===== src/rtl/mult_sched_pkg.sv =====
// ============================================================================
// Module : mult_sched_pkg
// Brief  : Shared types and widths for the shared-multiplier scheduler.
// Rev    : 1.0  initial release
// ============================================================================
`default_nettype none

package mult_sched_pkg;

   localparam int OPND_W = 8;
   localparam int PROD_W = 16;

   typedef enum logic [1:0] {
      ST_IDLE = 2'd0,
      ST_EXEC = 2'd1,
      ST_CAPT = 2'd2,
      ST_RESP = 2'd3
   } state_e;

endpackage

`default_nettype wire


===== src/rtl/mult_share_scheduler_rr_arbiter.sv =====
// ============================================================================
// Module : rr_arbiter
// Brief  : Combinational round-robin pick: lowest request at or above ptr_i,
//          wrapping to the lowest request overall. Pointer lives in the parent.
// Rev    : 1.0  initial release
// ============================================================================
`default_nettype none

module rr_arbiter
   import mult_sched_pkg::*;
#(
   parameter int NUM_REQ = 4,
   parameter int ID_W    = 2
) (
   input  logic [NUM_REQ-1:0] req_i,
   input  logic [ID_W-1:0]    ptr_i,
   output logic [NUM_REQ-1:0] grant_o,
   output logic [ID_W-1:0]    idx_o,
   output logic               any_o
);

   logic [NUM_REQ-1:0] mask;
   logic [NUM_REQ-1:0] masked;
   logic [NUM_REQ-1:0] pick;

   for (genvar i = 0; i < NUM_REQ; i++) begin : g_mask
      assign mask[i] = (ID_W'(i) >= ptr_i);
   end

   assign masked = req_i & mask;
   assign pick   = (|masked) ? masked : req_i;
   assign any_o  = |req_i;

   always_comb begin
      idx_o   = '0;
      grant_o = '0;
      for (int i = NUM_REQ - 1; i >= 0; i--) begin
         if (pick[i]) idx_o = ID_W'(i);
      end
      if (any_o) grant_o[idx_o] = 1'b1;
   end

endmodule

`default_nettype wire


===== src/rtl/mult_share_scheduler.sv =====
// ============================================================================
// Module : mult_share_scheduler
// Brief  : Round-robin scheduler sharing one clock-gated 8x8 multiplier.
//          Optional macro MULT_SCHED_STATS_EN adds gated_cycles / op_count.
// Rev    : 1.0  initial release
// ============================================================================
`default_nettype none

module mult_share_scheduler
   import mult_sched_pkg::*;
#(
   parameter int NUM_REQ  = 4,
   parameter int ID_W     = 2,
   parameter int MULT_LAT = 1
) (
   input  logic                        clk,
   input  logic                        rst_n,
   input  logic [NUM_REQ-1:0]          req_valid,
   input  logic [OPND_W*NUM_REQ-1:0]   req_a,
   input  logic [OPND_W*NUM_REQ-1:0]   req_b,
   output logic [NUM_REQ-1:0]          req_ready,
   output logic                        rsp_valid,
   input  logic                        rsp_ready,
   output logic [PROD_W-1:0]           rsp_y,
   output logic [ID_W-1:0]             rsp_id,
   output logic                        mult_en,
   output logic [OPND_W-1:0]           mult_a,
   output logic [OPND_W-1:0]           mult_b,
   input  logic [PROD_W-1:0]           mult_y,
   output logic                        busy
`ifdef MULT_SCHED_STATS_EN
   ,
   output logic [31:0]                 gated_cycles,
   output logic [31:0]                 op_count
`endif
);

   state_e              state_q;
   logic [ID_W-1:0]     rr_ptr_q, rr_ptr_d;
   logic [ID_W-1:0]     id_q;
   logic [1:0]          cnt_q;
   logic [OPND_W-1:0]   a_d, b_d, mult_a_q, mult_b_q;
   logic                mult_en_q, rsp_valid_q;
   logic [PROD_W-1:0]   rsp_y_q;
   logic [ID_W-1:0]     rsp_id_q;
   logic [NUM_REQ-1:0]  gnt;
   logic [ID_W-1:0]     gnt_idx;
   logic                gnt_any;

   rr_arbiter #(
      .NUM_REQ (NUM_REQ),
      .ID_W    (ID_W)
   ) u_arb (
      .req_i   (req_valid),
      .ptr_i   (rr_ptr_q),
      .grant_o (gnt),
      .idx_o   (gnt_idx),
      .any_o   (gnt_any)
   );

   always_comb begin
      a_d = '0;
      b_d = '0;
      for (int i = 0; i < NUM_REQ; i++) begin
         if (gnt[i]) begin
            a_d = req_a[OPND_W*i +: OPND_W];
            b_d = req_b[OPND_W*i +: OPND_W];
         end
      end
   end

   assign rr_ptr_d = (gnt_idx == ID_W'(NUM_REQ - 1)) ? '0 : gnt_idx + ID_W'(1);

   // Accept pulse is combinational so operands are sampled in the grant cycle.
   assign req_ready = (state_q == ST_IDLE && rst_n) ? gnt : '0;
   assign busy      = (state_q != ST_IDLE);
   assign mult_en   = mult_en_q;
   assign mult_a    = mult_a_q;
   assign mult_b    = mult_b_q;
   assign rsp_valid = rsp_valid_q;
   assign rsp_y     = rsp_y_q;
   assign rsp_id    = rsp_id_q;

   always_ff @(posedge clk or negedge rst_n) begin
      if (!rst_n) begin
         state_q     <= ST_IDLE;
         rr_ptr_q    <= '0;
         id_q        <= '0;
         cnt_q       <= '0;
         mult_en_q   <= 1'b0;
         mult_a_q    <= '0;
         mult_b_q    <= '0;
         rsp_valid_q <= 1'b0;
         rsp_y_q     <= '0;
         rsp_id_q    <= '0;
      end else begin
         case (state_q)
            ST_IDLE: begin
               if (gnt_any) begin
                  mult_a_q  <= a_d;
                  mult_b_q  <= b_d;
                  id_q      <= gnt_idx;
                  rr_ptr_q  <= rr_ptr_d;
                  cnt_q     <= 2'(MULT_LAT - 1);
                  mult_en_q <= 1'b1;
                  state_q   <= ST_EXEC;
               end
            end
            ST_EXEC: begin
               if (cnt_q == 2'd0) begin
                  mult_en_q <= 1'b0;
                  state_q   <= ST_CAPT;
               end else begin
                  cnt_q <= cnt_q - 2'd1;
               end
            end
            ST_CAPT: begin
               rsp_y_q     <= mult_y;
               rsp_id_q    <= id_q;
               rsp_valid_q <= 1'b1;
               state_q     <= ST_RESP;
            end
            ST_RESP: begin
               if (rsp_ready) begin
                  rsp_valid_q <= 1'b0;
                  state_q     <= ST_IDLE;
               end
            end
            default: state_q <= ST_IDLE;
         endcase
      end
   end

`ifdef MULT_SCHED_STATS_EN
   logic [31:0] gated_q, ops_q;

   always_ff @(posedge clk or negedge rst_n) begin
      if (!rst_n) begin
         gated_q <= '0;
         ops_q   <= '0;
      end else begin
         if (!mult_en_q && gated_q != 32'hFFFF_FFFF) gated_q <= gated_q + 32'd1;
         if (rsp_valid_q && rsp_ready && ops_q != 32'hFFFF_FFFF) ops_q <= ops_q + 32'd1;
      end
   end

   assign gated_cycles = gated_q;
   assign op_count     = ops_q;
`endif

endmodule

`default_nettype wire

===== config.mk =====
export PLATFORM = sky130hd
export DESIGN_NAME = mult_share_scheduler
export DESIGN_NICKNAME = d
export VERILOG_FILES = /design/src/rtl/mult_sched_pkg.sv /design/src/rtl/mult_share_scheduler_rr_arbiter.sv /design/src/rtl/mult_share_scheduler.sv
export SDC_FILE = /design/constraint.sdc
export NUM_CORES = 1
export LEC_CHECK = 0
export ABC_AREA = 1
export CELL_PAD_IN_SITES_DETAIL_PLACEMENT = 1
export CELL_PAD_IN_SITES_GLOBAL_PLACEMENT = 1
export CORE_MARGIN = 2
export CORE_UTILIZATION = 31
export CTS_BUF_LIST = sky130_fd_sc_hd__clkbuf_8 sky130_fd_sc_hd__clkbuf_16
export DETAILED_ROUTE_END_ITERATION = 7
export PLACE_DENSITY = 0.92
export REMOVE_ABC_BUFFERS = 1
export SYNTH_ARGS = -nofsm -noshare
export SYNTH_HDL_FRONTEND = slang
export SYNTH_HIERARCHICAL = 1
export SYNTH_SLANG_ARGS = --single-unit

===== constraint.sdc =====
create_clock -name clk -period 4 [get_ports clk]
set_input_delay 0.8 -clock clk [delete_from_list [all_inputs] [get_ports clk]]
set_output_delay 0.8 -clock clk [all_outputs]
set_load 0.01 [all_outputs]

==> results_slide.txt, run 1 <==
Flow Results at a Glance

Synthesis
  • Adder share: 0.0421
  • Seq/Total Area, Yosys: 0.412
  • Yosys warning total: 6
  • Simple-Gate Area Share: 0.325

Hold path
  • Hold Crit Depth: 2
  • Hold Path Class: flop to flop

Global routing
  • M3 GR Usage: 0.0491

Layout
  • Logic area: ~1300 sq um
  • Register area: 1100 sq um
  • Inverters, non-clock: 24
  • Flip-flop and latch count: 44
  • Multi-input logic portion of the cell area: 0.325

Detailed routing
  • Wire per inst: ~15 um
  • Via count: 2742
  • Initial DRC count: around 40

Power
  • Comb power frac: 0.588

Outcome
  • Status: finished, final reports clean

Worst setup path
  • Critical-path top delay cell: clkdlybuf4s50_1
  • R2R depth: 3
  • Slowest cell delay on critical path: 0.55 ns
==> run_1/io_fan.png <==
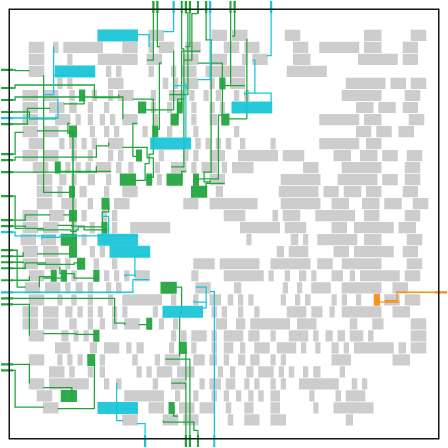
req_b: drawn in green, bits 32, direction input, end cells 32, buffers 32, wire 909 um. mult_b: drawn in cyan, bits 8, direction output, end cells 8, buffers 8, wire 260 um. rsp_ready: drawn in orange, bits 1, direction input, end cells 1, buffers 1, wire 18.7 um.

==> run_1/placement.png <==
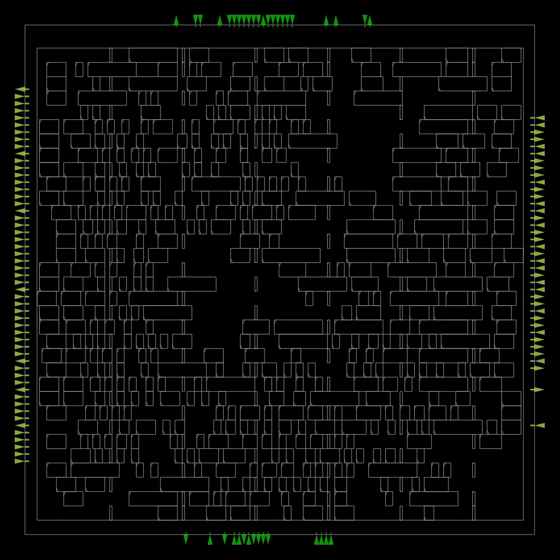
standard-cell rows: 33
TAP cells: 105
Final Util: 0.491
core region area: 8300 sq um

==> run_1/wires.png <==
Bar = 20 um.
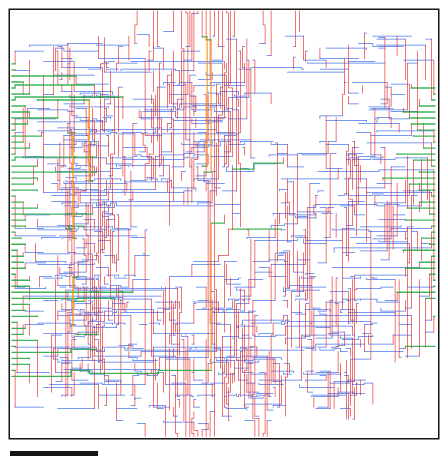
metal 2: drawn in red, wire length 4460 um. metal 1: drawn in blue, wire length 3560 um. metal 4: drawn in orange, wire length 146 um. metal 3: drawn in green, wire length 571 um.

==> run_1/clk_routes.png <==
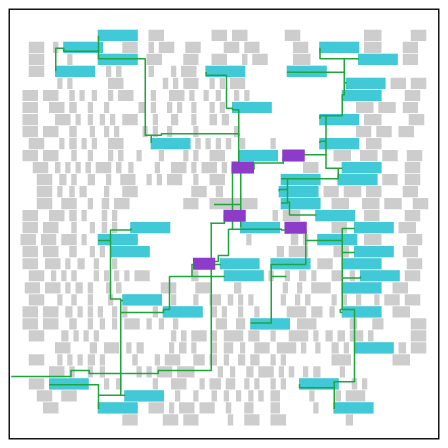
clock drivers: drawn in purple, count 5. flip-flops: drawn in cyan, count 44. clock wires: drawn in green, length 592 um.
There are 6 routed clock nets.

==> run 2: changes to the inputs <==
--- a/config.mk
+++ b/config.mk
@@ -12,6 +12,7 @@
 export CORE_UTILIZATION = 31
 export CTS_BUF_LIST = sky130_fd_sc_hd__clkbuf_8 sky130_fd_sc_hd__clkbuf_16
 export DETAILED_ROUTE_END_ITERATION = 7
+export HOLD_SLACK_MARGIN = 0.12
 export PLACE_DENSITY = 0.92
 export REMOVE_ABC_BUFFERS = 1
 export SYNTH_ARGS = -nofsm -noshare
==> run_2/io_placement.png <==
Pins as bars across the die edge, other pins in grey.
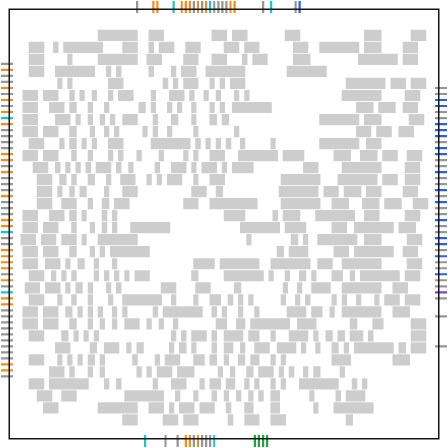
mult_b: drawn in cyan, pins 8, direction output, edge 3 north, 3 west, 2 south. rsp_y: drawn in blue, pins 16, direction output, edge 15 east, 1 north. req_valid: drawn in green, pins 4, direction input, edge south. rsp_ready: drawn in purple, pins 1, direction input, edge east. req_b: drawn in orange, pins 32, direction input, edge 20 west, 9 north, 3 south.
All pins by edge: 53 west, 38 east, 22 north, 15 south.
die height: 96.9 um
Die Width: 96.9 um

==> run_2/clk_routes.png <==
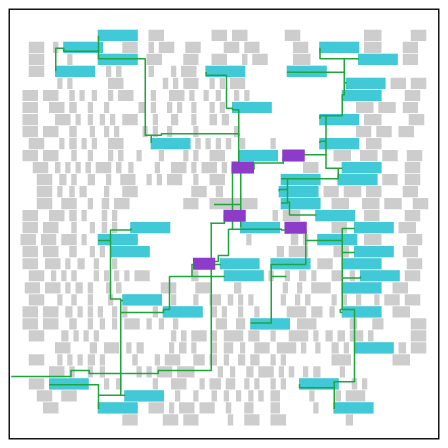
flip-flops: drawn in cyan, count 44. clock drivers: drawn in purple, count 5. clock wires: drawn in green, length 592 um.
There are 6 routed clock nets.

==> results_slide.txt, run 2 <==
Flow Results at a Glance

Synthesis
  • Adder share: 0.0421 (unchanged)
  • Seq/Total Area, Yosys: 0.412 (unchanged)
  • Simple-Gate Area Share: 0.325 (unchanged)
  • Yosys warning total: 6 (unchanged)

Outcome
  • Status: finished, final reports clean (unchanged)

Floorplanning
  • Core region area: 8300 sq um (unchanged)
  • TAP cells: 105 (unchanged)
  • Standard-cell rows: 33 (unchanged)

Detailed routing
  • Wire per inst: 15.1 um (unchanged)
  • Via count: 2742 (unchanged)

Layout
  • Multi-input logic portion of the cell area: 0.325 (unchanged)
  • Flip-flop and latch count: 44 (unchanged)
  • Logic area: 1330 sq um (unchanged)
  • Inverters, non-clock: 24 (unchanged)
  • Final Util: 0.491 (unchanged)
  • Fill count: 1009 (unchanged)
  • Clock network area share: 0.0264 (unchanged)

Worst setup path
  • Slowest cell delay on critical path: 0.55 ns (about the same)
  • Critical-path top delay cell: clkdlybuf4s50_1 (unchanged)

Global routing
  • M3 GR Usage: 0.0491 (unchanged)
  • Global routing usage on met1: 0.220 (unchanged)
  • Total grt overflow: 0 (unchanged)

Hold path
  • Hold Path Class: flop to flop (unchanged)
  • Hold Crit Depth: 2 (unchanged)

Power
  • LEAKAGE: 1.95 nW (unchanged)
  • Comb power frac: 0.588 (about the same)
Power and IR drop assume default switching activity.
